Fig. 1: run 1, signal wires by layer
Drawn at 2 px/um.
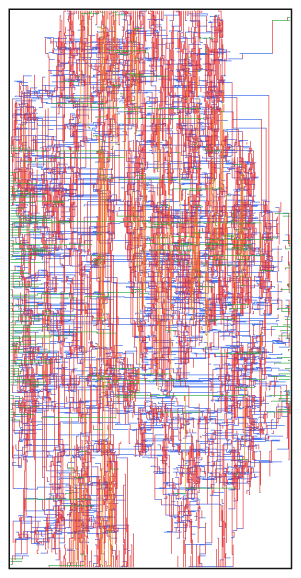
Fig. 2: run 1, the clock network
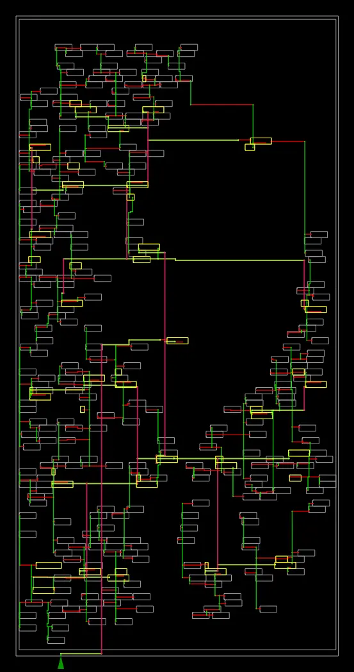
Fig. 3: run 1, power grid
Drawn at 2 px/um. Pins as bars on the die edge. Tap cells in gray.
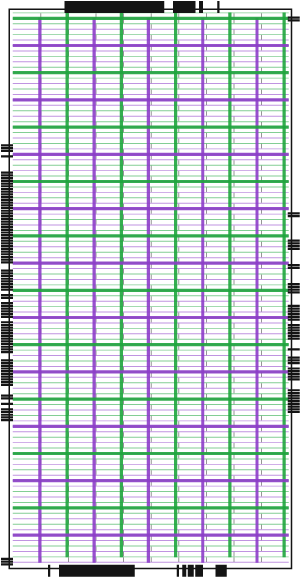
Fig. 4: run 1, the metal 2 layer
Drawn at 1 px/um.
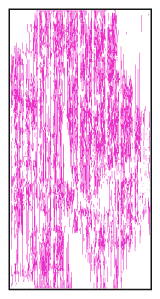
<file path="src/rtl/matrix_rand_gen.sv">
// Random matrix generator: reads m, n and a batch count as ASCII digits, then fills and hands off LFSR matrices.
// Build option MATGEN_ERR_RETRY_EN: a bad dimension digit is reported and re-prompted instead of aborting to IDLE.
module matrix_rand_gen #(
  parameter int          MAX_DIM   = 5,
  parameter int          ELEM_W    = 8,
  parameter logic [3:0]  MODE_GEN  = 4'b0010,
  parameter logic [15:0] LFSR_SEED = 16'hACE1
) (
  input  logic                              clk,
  input  logic                              rst_n,
  input  logic [7:0]                        uart_rx_data,
  input  logic                              rx_done,
  input  logic [3:0]                        current_mode,
  input  logic [3:0]                        max_mat_num,
  input  logic [ELEM_W-1:0]                 val_min,
  input  logic [ELEM_W-1:0]                 val_max,
  input  logic                              store_ready,
  output logic [3:0]                        mat_m,
  output logic [3:0]                        mat_n,
  output logic [MAX_DIM*MAX_DIM*ELEM_W-1:0] mat_data_flat,
  output logic [3:0]                        mat_count,
  output logic                              store_en,
  output logic                              input_done,
  output logic                              gen_batch_done,
  output logic [2:0]                        error_type,
  output logic                              busy,
  output logic [2:0]                        dbg_state
);
  localparam int         NELEM     = MAX_DIM * MAX_DIM;
  localparam logic [3:0] MAX_DIM_L = 4'(MAX_DIM);
`ifdef MATGEN_ERR_RETRY_EN
  localparam bit RETRY = 1'b1;
`else
  localparam bit RETRY = 1'b0;
`endif

  typedef enum logic [2:0] {
    S_IDLE, S_WAIT_M, S_WAIT_N, S_WAIT_CNT, S_GENERATE, S_STORE, S_NEXT, S_DONE
  } state_t;

  state_t      state, state_nxt;
  logic [15:0] lfsr;
  logic        rx_d, rx_evt;
  logic [7:0]  rx_byte;
  logic [3:0]  m_lat, n_lat, target, gen_count;
  logic [7:0]  total, elem_idx;
  logic        finished;

  logic        mode_gen, dig_evt, dim_ok;
  logic [3:0]  digit, cnt_target;
  logic        start, ld_m, ld_n, ld_cnt, set_bad, clr_err, set_abort;
  logic        wr_elem, accept, restart, finish;

  assign mode_gen   = (current_mode == MODE_GEN);
  assign digit      = rx_byte[3:0];
  assign dig_evt    = rx_evt && (rx_byte[7:4] == 4'h3) && (rx_byte[3:0] <= 4'd9);
  assign dim_ok     = (digit != 4'd0) && (digit <= MAX_DIM_L);
  assign cnt_target = (digit == 4'd0) ? 4'd1 : (digit > max_mat_num) ? max_mat_num : digit;

  // Element = lo + (lfsr mod range); range is one bit wider so a full-scale span passes raw LFSR bits.
  logic [ELEM_W-1:0] lo, hi, elem_val;
  logic [ELEM_W:0]   range_w, mod_w;
  assign lo       = (val_min <= val_max) ? val_min : val_max;
  assign hi       = (val_min <= val_max) ? val_max : val_min;
  assign range_w  = {1'b0, hi} - {1'b0, lo} + (ELEM_W+1)'(1);
  assign mod_w    = {1'b0, lfsr[ELEM_W-1:0]} % range_w;
  assign elem_val = ELEM_W'({1'b0, lo} + mod_w);

  // store_en/store_ready: a matrix transfers on the cycle both are high; data is frozen while store_en waits.
  assign store_en  = (state == S_STORE);
  assign busy      = (state != S_IDLE);
  assign dbg_state = state;

  always_ff @(posedge clk) begin
    if (!rst_n) state <= S_IDLE;
    else        state <= state_nxt;
  end

  always_comb begin
    state_nxt = state;
    start     = 1'b0;
    ld_m      = 1'b0;
    ld_n      = 1'b0;
    ld_cnt    = 1'b0;
    set_bad   = 1'b0;
    clr_err   = 1'b0;
    set_abort = 1'b0;
    wr_elem   = 1'b0;
    accept    = 1'b0;
    restart   = 1'b0;
    finish    = 1'b0;
    if (state != S_IDLE && !mode_gen) begin
      state_nxt = S_IDLE;
      set_abort = (state == S_GENERATE) || (state == S_STORE) || (state == S_NEXT);
    end else begin
      case (state)
        S_IDLE: if (mode_gen && !finished) begin
          start     = 1'b1;
          state_nxt = S_WAIT_M;
        end
        S_WAIT_M: if (dig_evt) begin
          if (dim_ok) begin
            ld_m      = 1'b1;
            clr_err   = 1'b1;
            state_nxt = S_WAIT_N;
          end else begin
            set_bad   = 1'b1;
            state_nxt = RETRY ? S_WAIT_M : S_IDLE;
          end
        end
        S_WAIT_N: if (dig_evt) begin
          if (dim_ok) begin
            ld_n      = 1'b1;
            clr_err   = 1'b1;
            state_nxt = S_WAIT_CNT;
          end else begin
            set_bad   = 1'b1;
            state_nxt = RETRY ? S_WAIT_N : S_IDLE;
          end
        end
        S_WAIT_CNT: if (dig_evt) begin
          ld_cnt    = 1'b1;
          state_nxt = S_GENERATE;
        end
        S_GENERATE: begin
          wr_elem = 1'b1;
          if (elem_idx == total - 8'd1) state_nxt = S_STORE;
        end
        S_STORE: if (store_ready) begin
          accept    = 1'b1;
          state_nxt = S_NEXT;
        end
        S_NEXT: begin
          if (gen_count >= target) begin
            state_nxt = S_DONE;
          end else begin
            restart   = 1'b1;
            state_nxt = S_GENERATE;
          end
        end
        S_DONE: begin
          finish    = 1'b1;
          state_nxt = S_IDLE;
        end
        default: state_nxt = S_IDLE;
      endcase
    end
  end

  always_ff @(posedge clk) begin
    if (!rst_n) begin
      lfsr           <= LFSR_SEED;
      rx_d           <= 1'b0;
      rx_evt         <= 1'b0;
      rx_byte        <= 8'h00;
      m_lat          <= 4'd0;
      n_lat          <= 4'd0;
      target         <= 4'd0;
      gen_count      <= 4'd0;
      total          <= 8'd0;
      elem_idx       <= 8'd0;
      finished       <= 1'b0;
      mat_m          <= 4'd0;
      mat_n          <= 4'd0;
      mat_count      <= 4'd0;
      mat_data_flat  <= '0;
      input_done     <= 1'b0;
      gen_batch_done <= 1'b0;
      error_type     <= 3'b000;
    end else begin
      lfsr           <= {lfsr[14:0], lfsr[15] ^ lfsr[13] ^ lfsr[12] ^ lfsr[10]};
      rx_d           <= rx_done;
      rx_evt         <= rx_done & ~rx_d;
      rx_byte        <= uart_rx_data;
      input_done     <= accept;
      gen_batch_done <= finish;
      if (!mode_gen)   finished <= 1'b0;
      else if (finish) finished <= 1'b1;
      if (start) begin
        error_type <= 3'b000;
        gen_count  <= 4'd0;
      end
      if (set_bad)   error_type <= 3'b001;
      if (clr_err)   error_type <= 3'b000;
      if (set_abort) error_type <= 3'b010;
      if (ld_m) m_lat <= digit;
      if (ld_n) n_lat <= digit;
      if (ld_cnt) begin
        mat_m         <= m_lat;
        mat_n         <= n_lat;
        total         <= {4'd0, m_lat} * {4'd0, n_lat};
        mat_count     <= cnt_target;
        target        <= cnt_target;
        elem_idx      <= 8'd0;
        mat_data_flat <= '0;
      end
      if (wr_elem) begin
        for (int k = 0; k < NELEM; k++)
          if (elem_idx == 8'(k)) mat_data_flat[k*ELEM_W +: ELEM_W] <= elem_val;
        elem_idx <= elem_idx + 8'd1;
      end
      if (accept) gen_count <= gen_count + 4'd1;
      if (restart) begin
        mat_data_flat <= '0;
        elem_idx      <= 8'd0;
      end
    end
  end
endmodule

</file>
<file path="config.mk">
export PLATFORM = sky130hd
export DESIGN_NAME = matrix_rand_gen
export DESIGN_NICKNAME = d
export VERILOG_FILES = /design/src/rtl/matrix_rand_gen.sv
export SDC_FILE = /design/constraint.sdc
export NUM_CORES = 1
export LEC_CHECK = 0
export ABC_AREA = 0
export CORE_ASPECT_RATIO = 2
export CORE_UTILIZATION = 38
export DETAILED_ROUTE_END_ITERATION = 10
export PLACE_DENSITY = 0.69
export SYNTH_ARGS = -nofsm -noshare
export SYNTH_HDL_FRONTEND = slang
export SYNTH_SLANG_ARGS = --single-unit
export TNS_END_PERCENT = 50
</file>
<file path="constraint.sdc">
create_clock -name clk -period 22.7 [get_ports clk]
set_clock_uncertainty 0.05 [all_clocks]
set_input_delay 6.81 -clock clk [delete_from_list [all_inputs] [get_ports clk]]
set_output_delay 6.81 -clock clk [all_outputs]
set_load 0.02 [all_outputs]
</file>
==> flow_metrics.rpt, run 1 <==
PHYSICAL IMPLEMENTATION REPORT
----------------------------------------------------
[Outcome]
  Status ........................ finished clean

[GRT]
  Maximum number of pins on one net before global-route repair ........................ about 190
  Remaining Overflow, GRT ........................ 0
  Total global routing track utilization ........................ about a quarter
  Antenna violations before repair ........................ 0
  Via count of the first global-routing pass ........................ ~14000
  Wire length of the first global-routing pass ........................ just under 80000 um

[Min path]
  Type of the worst min-delay path ........................ reg -> reg
  End point of the most critical hold path ........................ rx_evt$_SDFF_PN0_
  Cell depth of the worst hold path ........................ 1
  Hold path startpoint ........................ rx_d$_SDFF_PN0_

[Critical path]
  Data required time at the worst endpoint ........................ 23.07 ns
  Data arrival time at the worst-slack endpoint ........................ about 23 ns
  Largest stage delay on the critical path ........................ just under 0.4 ns
  Crit path max-delay cell type ........................ or3_4
  Category of the most critical setup path ........................ in -> reg
  Cell type with the highest occurrence count on the critical path ........................ o21ai_2
  Cell depth of the worst flop-to-flop path ........................ between 70 and 80
  CP startpoint kind ........................ primary input
  Worst r2r dst ........................ mat_data_flat[15]$_SDFF_PP0_
  Critical path buffers and inverters ........................ 12
  Critical path capture point type ........................ flip-flop
  Worst r2r src ........................ lfsr[7]$_SDFF_PN1_
  Critical path's top delay family ........................ AND-OR/OR-AND gates
  Maximum fanout count along the critical path ........................ 8
  Register-to-register setup slack ........................ a little over 8 ns

[STA]
  Period minus WS final ........................ between 20 and 25 ns
  Max-slew violation count ........................ 0
  Fmax achieved ........................ 0.04484 GHz
  RSZ-0062 raised after global routing ........................ true
  Final setup violation count ........................ 0
  Fin. Hold Viols ........................ 0
  Total negative setup slack ........................ 0 ns
  Relative slew slack ........................ roughly 27%
  Share of the clock period used by the worst path ........................ between 90% and 100%
  Actual slew at the worst max-slew pin ........................ about 1.1 ns

[CTS]
  CTS H-Tree Depth ........................ 1
  CTS max path bufs ........................ 3
  TritonCTS clock tree ........................ built
  Clock latency on the worst-skew pair ........................ ~0.57 ns
  CTS sink count ........................ ~270
  CTS Root Buffer Type ........................ clkbuf_16
  Clock Pin Slew Worst Setup and Hold Paths ........................ 0.06 ns
  Hold_buf cts ........................ 0

[Drt]
  Drt wl/cell ........................ 19.92 um
  Final antenna-violating net count ........................ 0
  Violation count after the first detailed-routing iteration ........................ 798
  First-pass iteration count of the detailed router ........................ 5
  Avg Vias per Cell ........................ ~5.5
  DRC viols ........................ 0

[Synthesis]
  Syn Std Cell Area ........................ 14570 um2
  Yosys top cell area share ........................ about 38%
  Share of the yosys chip area belonging to registers ........................ 37.66%
  Most used standard cells in the synthesized netlist ........................ nor2_1 (281), dfxtp_1 (274), a22oi_1 (177), nand2_1 (139), ha_1 (93)
  Count of library flops with an enable pin ........................ 0
  Leading cell type by number of instances after synthesis ........................ nor2_1
  Post-synthesis area per instance ........................ between 8 and 9 um2
  Synthesized netlist cell count ........................ roughly 1700
  Synth area leaders ........................ dfxtp_1 (38%), a22oi_1 (9.1%), ha_1 (8.0%)
  Proportion of register bits with asynchronous set or reset after synthesis ........................ 0%
  Yosys cell count ........................ about 1700
  Most used flip-flop cell ........................ dfxtp_1
  Post-synth top area cell ........................ dfxtp_1
  Synthesized chip area reported by yosys ........................ roughly 15000 um2
  Flop and latch count out of synthesis ........................ around 270
  Yosys warning tally ........................ 0
  Cell variety after synth ........................ roughly 89

[Floorplan]
  Die boundary height ........................ between 200 and 300 um
  Full die area ........................ around 39000 um2
  Total core area ........................ 37910 um2
  Initial cell density of the core ........................ 38.42%
  Floorplan row count ........................ between 100 and 150
  Number of top-level design ports ........................ around 260
  Horizontal extent of the die ........................ around 140 um

[Finish]
  Final core utilization ........................ 56.46%
  Final antenna diode count ........................ 0
  Nets@finish ........................ 2253
  Layout cells sized above 1 ........................ between 20% and 30%
  Signed area change from the synthesized netlist to the final layout ........................ 46.95%
  # fillers ........................ approximately 3400

[Power]
  Leakage power total ........................ about 8.3 nW
  Power density of the placed cells ........................ 128.1 nW/um2
  Tot Pwr ........................ about 2.7 mW
  Max rail drop VDD ........................ around 0.15 mV

[Flow run]
  OpenROAD warnings ........................ 33
  Max-cap violation count ........................ 0

[Placement]
  DP HPWL ........................ 38330 um
  Final weighted congestion in routability-driven placement ........................ around 0.95
  Number of input and output port buffers inserted ........................ ~260

----------------------------------------------------
About Fig. 1:
legend:
  green:
    layer: M3
    wire_length: 2570 um
  red:
    layer: M2
    wire_length: 28.2 mm
  blue:
    layer: M1
    wire_length: 17700 um
  orange:
    layer: M4
    wire_length: 3340 um

About Fig. 2:
reported clock group power: 0.467 mW
number of CTS-inserted buffers: 27
clock buffers: 40

About Fig. 3:
legend:
  green:
    net: VDD
  purple:
    net: VSS
signal pins: 258
met5 straps: 20
met4 straps: 10

About Fig. 4:
main direction: vertical
share of all routed wire: 54%
nets with wire on the layer: 1990
longest straight run: 103 um
GR Layer Usage met2: 50.68%
Vias: 14360
total length of routed wires: 51820 um

==> run 1: area by class of cell <==
class	count	area [um2]	share of cell area, %
Clock inverter	10	112.6	0.5261
Tap cell	463	579.3	2.706
Sequential cell	274	5485	25.63
Multi-Input combinational cell	1245	9497	44.37
Inverter	60	230.2	1.076
Timing Repair Buffer	509	4686	21.89
Clock buffer	40	814.5	3.805
==> run 1: per-layer routing <==
layer / track usage, % / share of wire (%) / vias up
li1: - / - / 6797
met1: 24.11 / 34 / 6898
met2: 50.68 / 54 / 483
met3: 3.790 / 5.0 / 177
met4: 15.02 / 6.4 / 0
met5: 0 / 0 / -
==> run 1: logic make-up after synthesis <==
logic type	share of synthesized area, %
XOR/XNOR	3.488
multiplexers	5.094
buffers and inverters	4.372
other	0.02575
AND-OR/OR-AND	20.49
adder cells (fa/ha/maj)	8.951
AND/OR/NAND/NOR	19.92
flip-flops	37.66
==> run 1: layout by cell type, fill, tap and decap left out, types with 7 or more instances in the layout <==
cell type	count
nor2_1	275
dfxtp_1	274
clkdlybuf4s50_1	239
buf_4	231
a22oi_1	177
nand2_1	134
ha_1	63
inv_1	50
a21oi_1	43
o21ai_0	40
and2_1	36
clkbuf_16	28
ha_4	25
xnor2_1	24
nor3_1	23
mux2i_4	23
nand3_1	21
nor2b_1	21
xor2_1	21
a21boi_0	18
o21a_1	15
nand2b_1	15
a31oi_1	15
dlymetal6s2s_1	14
a21o_1	11
buf_6	11
o21ai_2	10
and3_1	10
nand4_1	10
buf_12	10
a21oi_2	9
mux2i_1	9
clkbuf_8	9
inv_2	8
nor4_2	7
nor2_2	7
mux2_4	7
mux2_2	7
or3_1	7
==> run 1: worst max path at each step <==
stage / endpoint / slack (ns) / cells after the start / start
after floorplan: mat_data_flat[23]$_SDFF_PP0_ / 0.002 / 91 / val_max[1]
after global placement: mat_data_flat[15]$_SDFF_PP0_ / -0.72 / 88 / val_max[1]
after detailed placement: mat_data_flat[183]$_SDFF_PP0_ / -1.20 / 87 / val_max[5]
after CTS: mat_data_flat[95]$_SDFF_PP0_ / 0.005 / 91 / val_max[1]
after global routing: mat_data_flat[15]$_SDFF_PP0_ / -0.38 / 91 / val_max[1]
final: mat_data_flat[15]$_SDFF_PP0_ / 0.40 / 90 / val_max[5]
==> run 1: flip-flops by register name (all words and copies together) (netlist names), 2 cells and up <==
name and count:
gen_count 4, dbg_state 3, rx_byte 8, n_lat 4
target 4, mat_m 4, mat_n 4, elem_idx 8
mat_data_flat 200, error_type 2, lfsr 16, total 8
m_lat 4
==> run 1: what timing repair did <==
action	4_1_cts	5_1_grt
resized	54	133
gates cloned	2	1
endpoints found under the setup margin	69	175
setup buffers	15	16
pin swaps	21	52
==> run 1: where the power goes <==
part	internal, mW	leakage [nW]	switching, mW
registers	0.484	2.21	0.00515
logic	0.792	5.66	0.994
clock network	0.263	0.454	0.203
==> run 1: stage by stage <==
stage,setup slack [ns],cells,area [um2],hold slack (ns)
5_1_grt,-0.3806,2601,21400,0.3540
3_5_place_dp,-1.199,2520,19370,0.3314
2_1_floorplan,0.001576,1674,14810,0.3174
3_3_place_gp,-0.7178,2520,19370,0.3261
4_1_cts,0.005366,2587,20680,0.3408
6_report,0.4000,2601,21400,0.3427
Fig. 5: run 1, the metal 3 layer
Drawn at 1 px/um. Cells faint in the background.
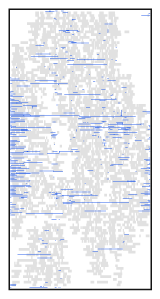

## Run 2: what changed since run 1
==> constraint.sdc (replaced) <==
create_clock -name clk -period 22.7 [get_ports clk]
set_clock_uncertainty 0.05 [all_clocks]
set_input_delay 4.54 -clock clk [delete_from_list [all_inputs] [get_ports clk]]
set_output_delay 4.54 -clock clk [all_outputs]
set_load 0.02 [all_outputs]
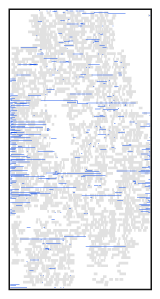
Fig. 6. The metal 3 layer (run 2).
Drawn at 1 px/um. Cells faint in the background.
wire length on this layer: 2190 um
longest straight run: 54.7 um
main direction: horizontal
nets with wire on the layer: 235
GR met3 Demand/Resource: 3.293%
Vias: 13820

==> run 2 against run 1 <==
Sequential power about the same. Routed wire length shrank 3.3%. Worst setup slack better by 0.79 ns. Flip-flop count did not move. Sequential share of layout area grew 2.3 points. Maximum frequency up 3.7%. Clock-buffer cell count decreased by 2. Synthesized cell count stayed put. Power fell by 9.7%. Global-route usage is 0.60 points lower. Final area shrank 8.3%. Die size is the same.
==> flow_metrics.rpt, run 2 <==
PHYSICAL IMPLEMENTATION REPORT
----------------------------------------------------
[Placement]
  Post-Place Setup Slack ........................ -0.2760 ns (+0.9231 ns)
  Number of input and output port buffers inserted ........................ 256 (unchanged)
  DP HPWL ........................ 37740 um (-1.5%)
  Instance area after placement ........................ 18590 um2 (-4.0%)
  Final weighted congestion in routability-driven placement ........................ 0.9331 (-1.3%)

[Drt]
  Avg Vias per Cell ........................ 5.523 (about the same)
  First-pass iteration count of the detailed router ........................ 5 (unchanged)
  DRC viols ........................ 0 (unchanged)
  Final antenna-violating net count ........................ 0 (unchanged)
  Violation count after the first detailed-routing iteration ........................ 647 (-19%)

[Power]
  Power density of the placed cells ........................ 126.1 nW/um2 (-1.6%)
  Leakage power total ........................ 7.535 nW (-9.5%)
  Tot Pwr ........................ 2.475 mW (-9.7%)
  Max rail drop VDD ........................ 0.1543 mV (+1.3%)

[Critical path]
  Critical path launch point ........................ val_max[1]
  Worst r2r dst ........................ mat_data_flat[191]$_SDFF_PP0_
  Worst r2r src ........................ lfsr[7]$_SDFF_PN1_
  Category of the most critical setup path ........................ in -> reg
  Cell type with the highest occurrence count on the critical path ........................ buf_4
  Crit path max-delay cell type ........................ clkdlybuf4s50_1
  Register-to-register setup slack ........................ 7.52 ns (-0.55 ns)
  Critical path capture point type ........................ flip-flop
  CP startpoint kind ........................ primary input
  Maximum fanout count along the critical path ........................ 13 (+5)
  Largest stage delay on the critical path ........................ 0.50 ns (+0.11 ns)
  Data arrival time at the worst-slack endpoint ........................ 21.93 ns (-0.74 ns)

[Min path]
  Hold path startpoint ........................ rx_d$_SDFF_PN0_
  End point of the most critical hold path ........................ rx_evt$_SDFF_PN0_
  Type of the worst min-delay path ........................ reg -> reg
  Cell depth of the worst hold path ........................ 1 (unchanged)

[Floorplan]
  Horizontal extent of the die ........................ 140.4 um (unchanged)
  Full die area ........................ 39160 um2 (unchanged)
  Total core area ........................ 37910 um2 (unchanged)
  Initial cell density of the core ........................ 38.42% (unchanged)
  Die boundary height ........................ 278.9 um (unchanged)
  Number of top-level design ports ........................ 258 (unchanged)
  Floorplan row count ........................ 101 (unchanged)

[Synthesis]
  Syn Std Cell Area ........................ 14570 um2 (unchanged)
  Yosys top cell area share ........................ 37.66% (unchanged)
  Flop and latch count out of synthesis ........................ 274 (unchanged)
  Yosys warning tally ........................ 0 (unchanged)
  Synthesized netlist cell count ........................ 1673 (unchanged)
  Count of library flops with an enable pin ........................ 0 (unchanged)
  Post-synthesis area per instance ........................ 8.706 um2 (unchanged)
  Proportion of register bits with asynchronous set or reset after synthesis ........................ 0% (unchanged)
  Synthesized chip area reported by yosys ........................ 14570 um2 (unchanged)
  Cell variety after synth ........................ 89 (unchanged)
  Share of the yosys chip area belonging to registers ........................ 37.66% (unchanged)
  Most used flip-flop cell ........................ dfxtp_1
  Post-synth top area cell ........................ dfxtp_1
  Most used standard cells in the synthesized netlist ........................ nor2_1 (281), dfxtp_1 (274), a22oi_1 (177), nand2_1 (139), ha_1 (93)
  Leading cell type by number of instances after synthesis ........................ nor2_1
  Synth area leaders ........................ dfxtp_1 (38%), a22oi_1 (9.1%), ha_1 (8.0%)
  Yosys cell count ........................ 1673 (unchanged)

[STA]
  Final worst setup slack ........................ 1.195 ns (+0.7950 ns)
  Actual slew at the worst max-slew pin ........................ 1.143 ns (+0.04931 ns)
  Period minus WS final ........................ 21.51 ns (-0.7950 ns)
  Max-slew violation count ........................ 0 (unchanged)
  Share of the clock period used by the worst path ........................ 94.74% (-3.5 points)
  Final setup violation count ........................ 0 (unchanged)
  Relative slew slack ........................ 23.43% (-3.6 points)

[CTS]
  Clock Pin Slew Worst Setup and Hold Paths ........................ 0.07 ns (about the same)
  CTS sink count ........................ 274 (unchanged)
  Number of CTS-inserted buffers ........................ 26 (-3.7%)
  CTS H-Tree Depth ........................ 1 (unchanged)
  CTS max path bufs ........................ 3 (unchanged)
  Clock latency on the worst-skew pair ........................ 0.56 ns (about the same)
  CTS Root Buffer Type ........................ clkbuf_16
  TritonCTS clock tree ........................ built

[GRT]
  Remaining Overflow, GRT ........................ 0 (unchanged)
  Antenna violations before repair ........................ 0 (unchanged)
  Wire length of the first global-routing pass ........................ 75810 um (-2.4%)
  Via count of the first global-routing pass ........................ 14030 (-3.1%)
  Maximum number of pins on one net before global-route repair ........................ 186 (unchanged)

[Finish]
  Register bank with the most flops ........................ mat_data_flat
  Combinational Area ........................ 8627 um2 (-9.2%)
  Final antenna diode count ........................ 0 (unchanged)
  Top logic cell by instance count in the layout ........................ nor2_1
  Largest registers ranked by flip-flop count ........................ mat_data_flat (200), lfsr (16)
  Max FFs per register ........................ 200 (unchanged)
  Final core utilization ........................ 51.77% (-4.7 points)
  Nets@finish ........................ 2156 (-4.3%)
  Sequential standard cell area ........................ 5485 um2 (unchanged)
  Layout cells sized above 1 ........................ 14.41% (-9.0 points)
  # fillers ........................ 3593 (+7.3%)
  Signed area change from the synthesized netlist to the final layout ........................ 34.76%
  Post-Layout Inst Area ........................ 19630 um2 (-8.3%)
  Commonest cells after routing, fill and taps aside ........................ nor2_1 (280), dfxtp_1 (274), clkdlybuf4s50_1 (255)

[Flow run]
  Max-cap violation count ........................ 0 (unchanged)
  OpenROAD warnings ........................ 32 (-3.0%)

[Outcome]
  Status ........................ finished clean

----------------------------------------------------
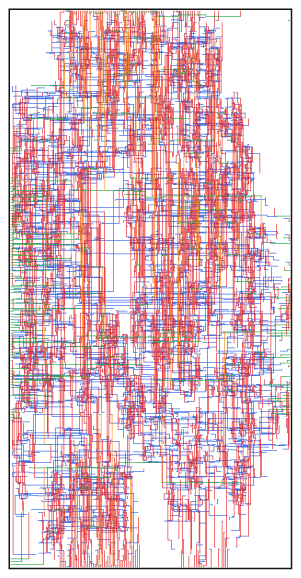
Fig. 7. Signal wires by layer (run 2).
Drawn at 2 px/um.
legend:
  orange:
    layer: M4
    wire_length: 3060 um
  green:
    layer: M3
    wire_length: 2190 um
  blue:
    layer: M1
    wire_length: 17400 um
  red:
    layer: M2
    wire_length: 27.5 mm
total global routing track utilization: 24.90%
drt wl/cell: 20.01 um
total length of routed wires: 50090 um

==> run 2: cell families (layout without fill, tap and decap cells) <==
family	Yosys count	after routing	share of synthesized area [%]
compound gates	418	418	20.49
xor+xnor	55	55	3.488
fa+ha+maj	100	100	8.951
buf+inv	156	522	4.372
flops	274	274	37.66
mux	47	47	5.094
other cells	1	2	0.02575
simple gates	622	622	19.92
==> run 2: final cells by class <==
type / instances / share of cell area, %
multi-input combinational: 1244 / 43.95
inverter: 60 / 1.147
clock inverter: 10 / 0.3952
clock buffer: 38 / 3.850
sequential: 274 / 27.95
tap: 463 / 2.951
timing repair buffer: 414 / 19.76
==> run 2: critical path, delay by kind of cell <==
kind                       cells  cell delay, ns
AOI/OAI and AO/OA             28            5.04
and+or+nand+nor               28            4.66
buffers and inverters         17            3.11
adders and majority gates     10            3.04
muxes                          4            1.36
xor gates and xnor gates       1            0.19
==> run 2: report_power, final <==
group          switching, mW  total (mW)  internal [mW]  leakage [nW]
Clock                  0.197       0.430          0.233         0.407
Combinational          0.914        1.56          0.641          4.92
Sequential           0.00512       0.489          0.484          2.21
==> run 2: layer usage <==
metal	vias up	wire, um	GRT usage, %
li1	6612	-	-
met3	153	2187	3.293
met1	6627	17360	23.67
met4	0	3062	15.27
met2	432	27480	49.38
met5	-	0	0
==> run 2: worst max path at each step <==
stage | slack [ns] | end | cells after the start
after detailed placement | -0.28 | mat_data_flat[183]$_SDFF_PP0_ | 90
final | 1.19 | mat_data_flat[191]$_SDFF_PP0_ | 88
after floorplan | 0.75 | mat_data_flat[23]$_SDFF_PP0_ | 88
after global placement | 0.31 | mat_data_flat[7]$_SDFF_PP0_ | 88
after CTS | 0.22 | mat_data_flat[175]$_SDFF_PP0_ | 90
after global routing | -0.10 | mat_data_flat[183]$_SDFF_PP0_ | 92
==> run 2: what timing repair did <==
action	CTS	global route
resized	0	27
endpoints found under the setup margin	0	175
hold buffers	0	0
buffers inserted	0	6
==> run 2: through the flow <==
stage	hold WS, ns	TNS (ns)	instances
final	0.3450	0	2503
after global routing	0.3753	-1.091	2503
after CTS	0.3430	0	2495
after detailed placement	0.3299	-6.129	2447
after global placement	0.3273	0	2447
after floorplan	0.3174	0	1674
Power and IR drop assume default switching activity.
